### config.mk
export PLATFORM = sky130hd
export DESIGN_NAME = mix_typewriter_out
export DESIGN_NICKNAME = d
export VERILOG_FILES = /design/src/rtl/mix_typewriter_out.sv
export SDC_FILE = /design/constraint.sdc
export NUM_CORES = 1
export LEC_CHECK = 0
export CORE_MARGIN = 2
export CORE_UTILIZATION = 53
export DETAILED_ROUTE_END_ITERATION = 12
export PLACE_DENSITY = 0.84
export SLEW_MARGIN = 25
export SYNTH_ARGS = -nofsm -noshare
export SYNTH_HDL_FRONTEND = slang
export SYNTH_SLANG_ARGS = --single-unit
export TNS_END_PERCENT = 10
### constraint.sdc
create_clock -name clk -period 3.3 [get_ports clk]
set_input_delay 0.66 -clock clk [delete_from_list [all_inputs] [get_ports clk]]
set_output_delay 0.66 -clock clk [all_outputs]
set_load 0.01 [all_outputs]
### src/rtl/mix_typewriter_out.sv
// MIX OUT block engine for the typewriter: accepts BLOCK_WORDS words and
// streams each as five 6-bit character codes, byte 1 first, over a valid/ready link.
module mix_typewriter_out #(
  parameter int BLOCK_WORDS = 14
) (
  input  logic        clk,
  input  logic        reset,
  input  logic        start,
  input  logic        word_valid,
  input  logic [30:0] word_in,
  output logic        word_ready,
  output logic        busy,
  output logic        char_valid,
  output logic [5:0]  char_out,
  output logic        char_last,
  input  logic        char_ready
);

  localparam int WCW = $clog2(BLOCK_WORDS + 1);
  localparam logic [WCW-1:0] LAST_WORD = WCW'(BLOCK_WORDS - 1);

  typedef enum logic [1:0] {
    IDLE      = 2'd0,
    WAIT_WORD = 2'd1,
    EMIT      = 2'd2
  } state_t;

  state_t          state_q, state_d;
  logic [29:0]     buf_q, buf_d;
  logic [2:0]      char_cnt_q, char_cnt_d;
  logic [WCW-1:0]  word_cnt_q, word_cnt_d;
  logic            xfer;

  // The sign travels with the word but has no printable character.
  logic            unused_sign;
  assign unused_sign = word_in[30];

  assign xfer = (state_q == EMIT) && char_ready;

  always_comb begin
    state_d    = state_q;
    buf_d      = buf_q;
    char_cnt_d = char_cnt_q;
    word_cnt_d = word_cnt_q;
    unique case (state_q)
      IDLE: begin
        if (start) begin
          state_d    = WAIT_WORD;
          char_cnt_d = '0;
          word_cnt_d = '0;
        end
      end
      WAIT_WORD: begin
        if (word_valid) begin
          buf_d   = word_in[29:0];
          state_d = EMIT;
        end
      end
      EMIT: begin
        if (xfer) begin
          buf_d = {buf_q[23:0], 6'd0};
          if (char_cnt_q == 3'd4) begin
            char_cnt_d = '0;
            word_cnt_d = word_cnt_q + 1'b1;
            state_d    = (word_cnt_q == LAST_WORD) ? IDLE : WAIT_WORD;
          end else begin
            char_cnt_d = char_cnt_q + 3'd1;
          end
        end
      end
      default: state_d = IDLE;
    endcase
  end

  always_ff @(posedge clk) begin
    if (reset) begin
      state_q    <= IDLE;
      buf_q      <= '0;
      char_cnt_q <= '0;
      word_cnt_q <= '0;
    end else begin
      state_q    <= state_d;
      buf_q      <= buf_d;
      char_cnt_q <= char_cnt_d;
      word_cnt_q <= word_cnt_d;
    end
  end

  // Outputs are pure functions of registered state, so they never glitch with inputs.
  assign busy       = (state_q != IDLE);
  assign word_ready = (state_q == WAIT_WORD);
  assign char_valid = (state_q == EMIT);
  assign char_out   = buf_q[29:24];
  assign char_last  = (state_q == EMIT) && (char_cnt_q == 3'd4) && (word_cnt_q == LAST_WORD);

endmodule

### Close-up of the layout, run 1

Region (4, 36) to (29, 61) um. Cells in gray, sequential cells in the stronger gray; small squares are vias.
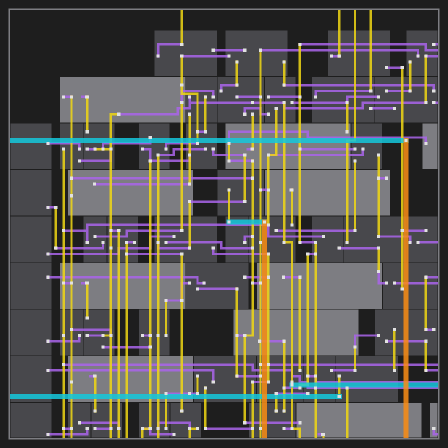
- M4: orange
- M1: purple
- M3: cyan
- M2: yellow
- sequential cells in the window: 9
- cells with their middle in the window: 54
- netlist names of flops here include: buf_q (9)
- most frequent: clkdlybuf4s50_1 (12), dfxtp_1 (9), mux2i_1 (8)

### Congestion heat map, run 1

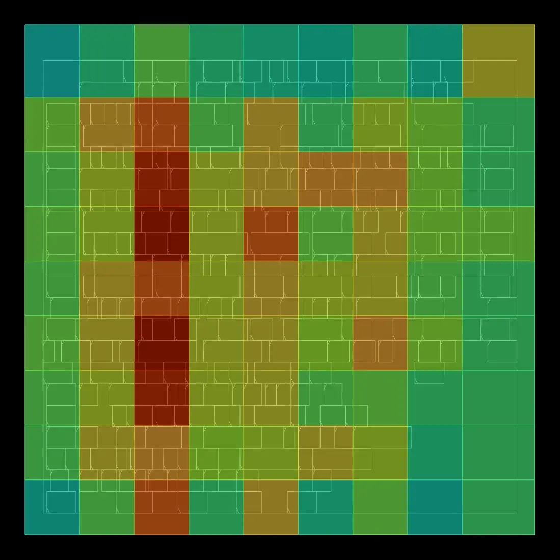
WL/cell: 12.9 um
post-route core utilization: 0.694
met2 global-route usage: 0.322
global-route track usage on met3: 0.0739
Most Used Layer, Global Route: met2

### Placement by cell class, run 1

Scale: 6 px per um.
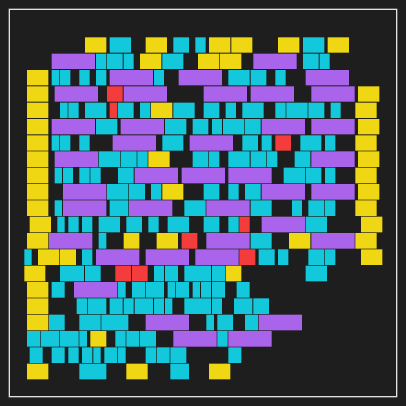
- clock drivers and dummy loads: red (cells 8)
- sequential cells: purple (cells 39)
- remaining buffers and delay cells: yellow (cells 48)
- remaining logic cells: cyan (cells 148)

==> run summary, run 1 <==
Notes on the flow outputs.

- The number of diodes reads 0.
- The yosys stat cell total is ~210.
- The number of max-cap violations reads 0.
- The clock net sink count reads 39.
- The register with the most flip-flops in the final layout is buf_q.
- Per the OpenROAD power report, leakage power amounts to about 0.97 nW.
- The count of flip-flops and latches is 39.
- The largest total area in the synthesized netlist belongs to sky130_fd_sc_hd__dfxtp_1.
- The AND-OR/OR-AND share of the synthesized area reads 0.162.
- The capturing element type of the critical path is a primary output.
- The area fraction in full adders, half adders and majority gates is 0.0260.
- The first-pass GRT wire length is ~6.5 mm.
- The via count of the first global-routing pass is roughly 1400.
- The part of the total power dissipated in sequential elements reads 0.554.
- The dominant combinational cell family by area after synthesis reads simple AND/OR/NAND/NOR gates.
- The area taken by sequential standard cells is reported as between 700 and 800 sq um.
- 142 cells are multi-input combinational gates.
- The wire length reported by the detailed router reads approximately 3.7 mm.
- The post-detailed-route via-to-cell ratio is between 5 and 6.
- The sequential share of cell area is 0.329.
- The number of cells in the finished layout apart from fillers is between 200 and 300.
- TritonCTS built the clock tree.
- After synthesis, the share of flip-flops with an asynchronous set or reset is 0.
- The worst-case reg-to-reg setup slack stands at between 1 and 1.5 ns.
- The total setup buffers inserted after CTS is 0.
- The flow ran to the end, and the final reports show no timing, DRC or antenna violations.
- The number of hold-repair buffers added at the cts stage reads 0.
- The start point of the critical path is state_q[0].
- The final layout net count is 282.
- The maximum clock skew at final layout is about 0.0050 ns.
- The final-layout non-clock buffer area share reads 0.199.
- The total routing usage reported by global routing is 0.204.
- Per the layout report, the design carries between 40 and 50 non-clock buffers.
- The number of warnings reported in the yosys synthesis log reads 0.
- Looking at the clock tree report, the H-tree level count equals 2.
- The register with the most flip-flops in the layout has 30 of them.
- The count of final hold-check violations reads 0.
- The synthesized-area fraction occupied by xor and xnor cells is 0.
- Power comes to approximately 0.00094 W.
- Ranked by total cell area, the synthesized netlist is headed by sky130_fd_sc_hd__dfxtp_1 (40%), sky130_fd_sc_hd__mux2i_1 (13%), sky130_fd_sc_hd__a211oi_1 (10%).
- The number of warnings reported in the stage logs is 29.
- The post-route DRC violation count reads 0.
- Per the post-route antenna check, the number of violating nets is 0.
- The startpoint of the lowest-slack register-to-register path is state_q[0].
- The number of antenna violations at the first check in global routing was 0.
- The power density over the cells is between 300 and 400 nW/um^2.
- The number of buffers created by CTS is 5.
- The fraction of the mapped netlist area in simple logic gates is 0.191.
- The startpoint identified for the worst hold timing path is buf_q[1].
- By instance count after routing, the leading logic cell types are sky130_fd_sc_hd__clkdlybuf4s50_1 (44), sky130_fd_sc_hd__dfxtp_1 (39), sky130_fd_sc_hd__a211oi_1 (26), sky130_fd_sc_hd__nor3_1 (25), sky130_fd_sc_hd__mux2i_1 (25).
- The final RePlAce weighted congestion reads approximately 0.81.
- For this design the total switching power over the nets is about 0.00025 W.
- Once iteration 0 of detailed routing completed, the report listed roughly 150 DRC markers.
- The overall overflow remaining after global route reads 0.
- The final setup violation count reads 0.
- Note, the detailed placer reported a final HPWL of roughly 2.5 mm.
- The horizontal die dimension reads roughly 64 um.
- On the worst path, the slowest cell contributes a delay of between 0.5 and 0.6 ns.
- The post-synthesis cell count is approximately 210.
- The cell with the largest stage delay on the worst path is sky130_fd_sc_hd__clkdlybuf4s50_1.
- The power report attributes to the clock group a share of 0.252.
- The cell depth of the worst flop-to-flop path is 3.
- At the worst endpoint, the required time is 2.64 ns.
- The area growth from synthesis to final layout is 22.9%.
- The mean cell area of the mapped netlist reads between 9 and 10 sq um.
- The leading cell category by total area reads logic gates.
- Setup repair after global routing left no endpoint under its margin.
- Yosys reports the multiplexer fraction of the synthesized area as 0.130.
- The total I/O pin count reads roughly 46.
- Multi-input logic gates represent a cell area share of 0.416.
- The via count is 1558.
- The placement stage leaves a total instance area of approximately 2300 sq um.
- The number of buffers between clock root and the deepest sink reads 2.
- The area of the mapped netlist is 1930 sq um.
- In this run the worst hold path is classified as reg2reg.
- The register area share after synthesis reads 0.405.
- After synthesis, the netlist uses 33 different library cells.
- The post-synth count of flops with an enable pin is 0.
- The cell at the root of the clock tree is sky130_fd_sc_hd__clkbuf_4.
- After floorplanning, the core was sized to cover approximately 3400 sq um.
- The buffering stage count on the worst path with inverters included is 1.
- The worst hold path endpoint reads buf_q[1].
- STA classifies the critical path startpoint as a flip-flop.
- The finished layout cell area is 2370 sq um.
- In the hold timing report, the worst path depth is 2.
- The internal power contribution is around 0.0007 W.
- The logic depth of the worst path, buffers included is 3.
- The chip area line in the Yosys stat output reads 1930 sq um.
- The worst-case vdd ir drop is ~0.27 mV.
- The number of max-slew violations in the final report reads 0.
- The end point of the critical path reads char_last.
- The category of the most critical setup path is reg2out.
- The worst endpoint data arrival time reads 1.85 ns.
- The count of cells resized by post-cts repair is 0.
- The actual slew at the worst max-slew pin reads 0.800 ns.
- By count the netlist is led by sky130_fd_sc_hd__dfxtp_1 (39), sky130_fd_sc_hd__a211oi_1 (26), sky130_fd_sc_hd__mux2i_1 (25), sky130_fd_sc_hd__nor3_1 (25).
- The relative area of clock buffers and inverters in the final design reads 0.0227.
- The floorplan net count is approximately 250.
- The clock latency of the later-clocked register in the worst-skew pair reads ~0.34 ns.
- The worst slew slack as a fraction of its limit is 0.466.
- The minimum period implied by the final worst setup slack reads ~2.5 ns.
- The number of filler cells placed in the layout reads between 200 and 300.
- The part of the power in combinational logic reads 0.194.
- The starting utilization of the core area is 0.564.
- The share of synthesized area in the top cell type comes to 0.405.
- For reference, the critical path cell chain is nand2b_2 -> nor3_1 -> clkdlybuf4s50_1.
- The total number of tap cells reads ~46.
- The final layout reports a setup TNS of 0 ns.
- The most common library cell in the layout ignoring fill and taps reads sky130_fd_sc_hd__clkdlybuf4s50_1.
- The synthesis report names the predominant flop master as sky130_fd_sc_hd__dfxtp_1.
- The multi-input logic area is slightly below 1000 sq um.
- The die footprint reads approximately 4100 sq um.
- The first-pass iteration count of the detailed router is 4.
- The dominant cell by count in the synthesized netlist is sky130_fd_sc_hd__dfxtp_1.
- In this run, synthesis produced a sequential element count of 39.
- The portion of the clock cycle consumed by the worst path in the final layout is 0.760.
- The fraction of layout cells with a size suffix above 1 is 0.0617.
- The number of clock buffer instances in the layout reads 6.
- The number of buffers inserted by port buffering is 44.
- The critical path maximum fanout is 17.
- The vertical extent of the die is approximately 64 um.
- The kind of cell with the highest combined delay on the critical path is buffers and inverters.
- The largest registers in the layout are buf_q: 30 flops, word_cnt_q: 4 flops, char_cnt_q: 3 flops.
- After layout, the inverter instance count without clock inverters stands at 6.
- The site row count is 21.
- The cell count after placement reads 281.
- Across all hold checks on the routed design, the worst slack comes to 0.470 ns.
- The switching power as a share of total power is 0.267.
- The largest net degree at the start of global routing reads 34.
- The endpoint of the lowest-slack register-to-register path reads buf_q[13].
- Static timing analysis puts the maximum clock frequency at between 300 and 400 MHz.
- The register clock-pin slew on the reported worst setup and hold paths is 0.11 ns.
-- run 1: routing by layer --
layer,GRT usage,share of wire,wire length [um],vias up
met5,0,0,0,-
li1,-,-,-,830
met2,0.322,0.47,1750,42
met3,0.0739,0.066,246,5
met1,0.256,0.45,1690,681
met4,0.0718,0.015,56,0
-- run 1: through the flow --
stage / setup slack [ns] / util
after global placement: 0.880 / 0.678
after global routing: 0.668 / 0.694
after floorplan: 1.61 / -
after CTS: 0.775 / 0.694
after detailed placement: 0.808 / 0.678
final: 0.792 / 0.694
-- run 1: power by group through the flow --
stage	sequential [W]	clock, W	combinational, W
final	0.000519	0.000236	0.000182
after global placement	0.000530	0	0.000178
after global routing	0.000525	0.000274	0.000201
after detailed placement	0.000531	0	0.000182
after floorplan	0.000524	0	0.000122
after CTS	0.000520	0.000242	0.000183
==> run 1 -> run 2 <==
CORE_UTILIZATION = 49   (was 53)
PLACE_DENSITY = 0.79   (was 0.84)
clock period = 2.4 ns   (was 3.3 ns; I/O delays follow)
==> run 2 against run 1 <==
Compared with the run above:
- clock power increased by 130%
- final area up 3.9%
- worst setup slack worse by 0.66 ns
- critical path type unchanged
- largest cell class unchanged
- highest routed layer unchanged
==> run summary, run 2 <==
Notes on the flow outputs.

- The register area is 781 sq um (unchanged).
- The report lists the cells along the critical path as nand2b_2 -> buf_4 -> inv_1 -> clkdlybuf4s50_1.
- The number of warnings reported in the yosys synthesis log is 0 (unchanged).
- The number of inverters outside the clock class in the layout is 6 (unchanged).
- The register area share after synthesis reads 0.405 (unchanged).
- The power density over the cells reads 618 nW/um^2 (+56%).
- The via count is 1601 (+2.8%).
- The net switching power reads 0.000377 W (+51%).
- The worst setup path is launched from a flip-flop.
- The number of cells on the worst hold path was 2 (unchanged).
- The total I/O pin count is 46 (unchanged).
- The post-synthesis sequential element count came to 39 (unchanged).
- The number of max-cap violations reads 0 (unchanged).
- The number of buffers between clock root and the deepest sink reads 2 (unchanged).
- The number of hold-repair buffers added at the cts stage reads 0 (unchanged).
- The total power is 0.00152 W (+62%).
- The buffering stage count on the worst path with inverters included is 3 (+2).
- The dominant cell by count in the synthesized netlist reads sky130_fd_sc_hd__dfxtp_1.
- The combinational share of cell area is 0.400 (-0.0154).
- The summed standard-cell area reported by yosys reads 1930 sq um (unchanged).
- The minimum period implied by the final worst setup slack reads 2.26 ns.
- The global-route track usage on met2 is 0.340 (+0.0184).
- The endpoint identified for the worst register-to-register timing path is word_cnt_q[1].
- The number of H-tree levels reads 2 (unchanged).
- Setup repair after global routing left no endpoint under its margin.
- By count the netlist is led by sky130_fd_sc_hd__dfxtp_1 (39), sky130_fd_sc_hd__a211oi_1 (26), sky130_fd_sc_hd__mux2i_1 (25), sky130_fd_sc_hd__nor3_1 (25).
- The number of max-slew violations in the final report reads 0 (unchanged).
- The via count of the first global-routing pass reads 1507 (+6.8%).
- The number of buffers created by CTS is 5 (unchanged).
- The worst slew slack as a fraction of its limit reads 0.721 (+0.255).
- The final layout net count came to 286 (+1.4%).
- The classification of the worst-slack hold path is reg2reg.
- The number of DRC markers after the initial detailed-route iteration is 100 (-32%).
- The part of the power in combinational logic is 0.172 (-0.022).
- The wire length reported by the detailed router was 4.00 mm (+7.0%).
- The first-pass GRT wire length reads 6.76 mm (+4.3%).
- The worst setup path is captured at a primary output.
- The clock tree from TritonCTS reads done.
- The largest driver fanout on the critical path is 12 (-5).
- The maximum clock skew at final layout is 0.00644 ns (+0.00144 ns).
- The largest stage delay on the critical path reads 0.58 ns (+0.02 ns).
- The area growth from synthesis to final layout is 27.6%.
- By area the synthesized netlist is led by sky130_fd_sc_hd__dfxtp_1 (40%), sky130_fd_sc_hd__mux2i_1 (13%), sky130_fd_sc_hd__a211oi_1 (10%).
- The cell count after placement is 287 (+2.1%).
- The number of antenna violations at the first check in global routing is 0 (unchanged).
- The remaining number of nets flagged by the antenna check after routing is 0 (unchanged).
- Per the area breakdown, the dominant cell category is logic gates.
- The site row count is 22 (+4.8%).
- The met1 global-route usage reads 0.244 (-0.0123).
- The start point of the critical path is state_q[1].
- The total routing usage reported by global routing is 0.202 (-0.00158).
- The main flop type after synthesis is sky130_fd_sc_hd__dfxtp_1.
- The floorplan net count reads 250 (unchanged).
- The part of the total power dissipated in sequential elements is 0.467 (-0.087).
- The most common library cell in the layout ignoring fill and taps is sky130_fd_sc_hd__clkdlybuf4s50_1.
- The flip-flop count of the largest register after layout is 30 (unchanged).
- The multi-input logic area reads 985 sq um (unchanged).
- The clock group share of total power reads 0.361 (+0.109).
- The internal power contribution is 0.00115 W (+67%).
- The final RePlAce weighted congestion was 0.770 (-4.4%).
- The worst path setup slack after routing is 0.136 ns (-0.656 ns).
- The worst hold slack is 0.465 ns (-0.00456 ns).
- Of the available clock period, the critical path in the final layout requires 0.943.
- The most used routing layer in global routing reads met2.
- The count of final hold-check violations was 0 (unchanged).
- The required time of the critical path reads 1.92 ns (-0.72 ns).
- STA lists the startpoint of the worst hold path as buf_q[5].
- The multi-input combinational cell count came to 142 (unchanged).
- The post-detailed-route via-to-cell ratio reads 5.43 (+0.67%).
- The starting utilization of the core area was 0.519 (-0.0456).
- The sequential share of cell area reads 0.317 (-0.0122).
- The synthesized design spends more area on one cell type than any other, namely sky130_fd_sc_hd__dfxtp_1.
- The end point of the critical path reads char_valid.
- The die footprint came to 4450 sq um (+7.7%).
- The number of cells in the finished layout apart from fillers is 295 (+2.1%).
- The relative area of clock buffers and inverters in the final design is 0.0458 (+0.0231).
- The fraction of registers with async set or reset after synthesis is 0 (unchanged).
- The worst endpoint data arrival time is 1.78 ns (-0.07 ns).
- The overall overflow remaining after global route reads 0 (unchanged).
- The count of non-CTS buffers in the layout came to 52 (+8.3%).
- The final setup violation count was 0 (unchanged).
- The flow ran to the end, and the final reports show no timing, DRC or antenna violations.
## run 2: cell counts after synthesis
No cell type changed its count.
## run 2: worst register-to-register path: stages, from the launching register on
cell                       delay, ns
sky130_fd_sc_hd__dfxtp_1        0.58
sky130_fd_sc_hd__nand2b_2       0.14
sky130_fd_sc_hd__buf_4          0.26
sky130_fd_sc_hd__or3_1          0.37
sky130_fd_sc_hd__a31oi_1        0.16
## run 2: metal layers
layer | vias to the layer above | wire [um]
met5 | - | 0
met4 | 0 | 59
met3 | 5 | 159
met2 | 33 | 1920
met1 | 725 | 1860
li1 | 838 | -
## run 2: cells by family after synthesis
kind of cell / after synthesis / share of synthesized area
compound gates: 46 / 0.162
fa+ha+maj: 4 / 0.0260
buf+inv: 29 / 0.0857
flops: 39 / 0.405
mux: 25 / 0.130
simple gates: 67 / 0.191
### The metal 1 layer, run 2

Scale: 8 px per um.
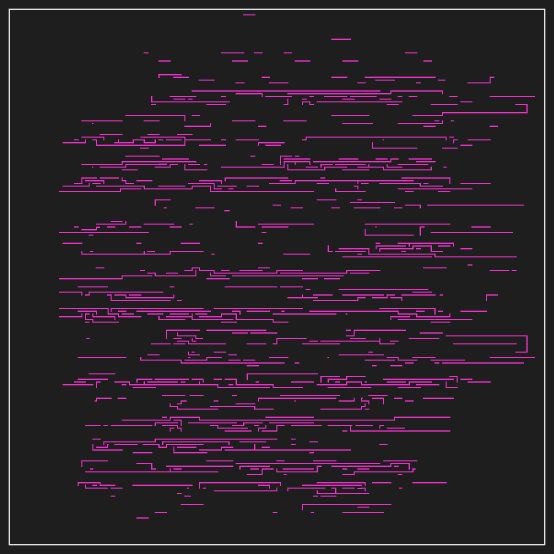
- nets with wire on the layer: 246
- wire length on this layer: 1860 um

Power is estimated from default activity; no workload was simulated.
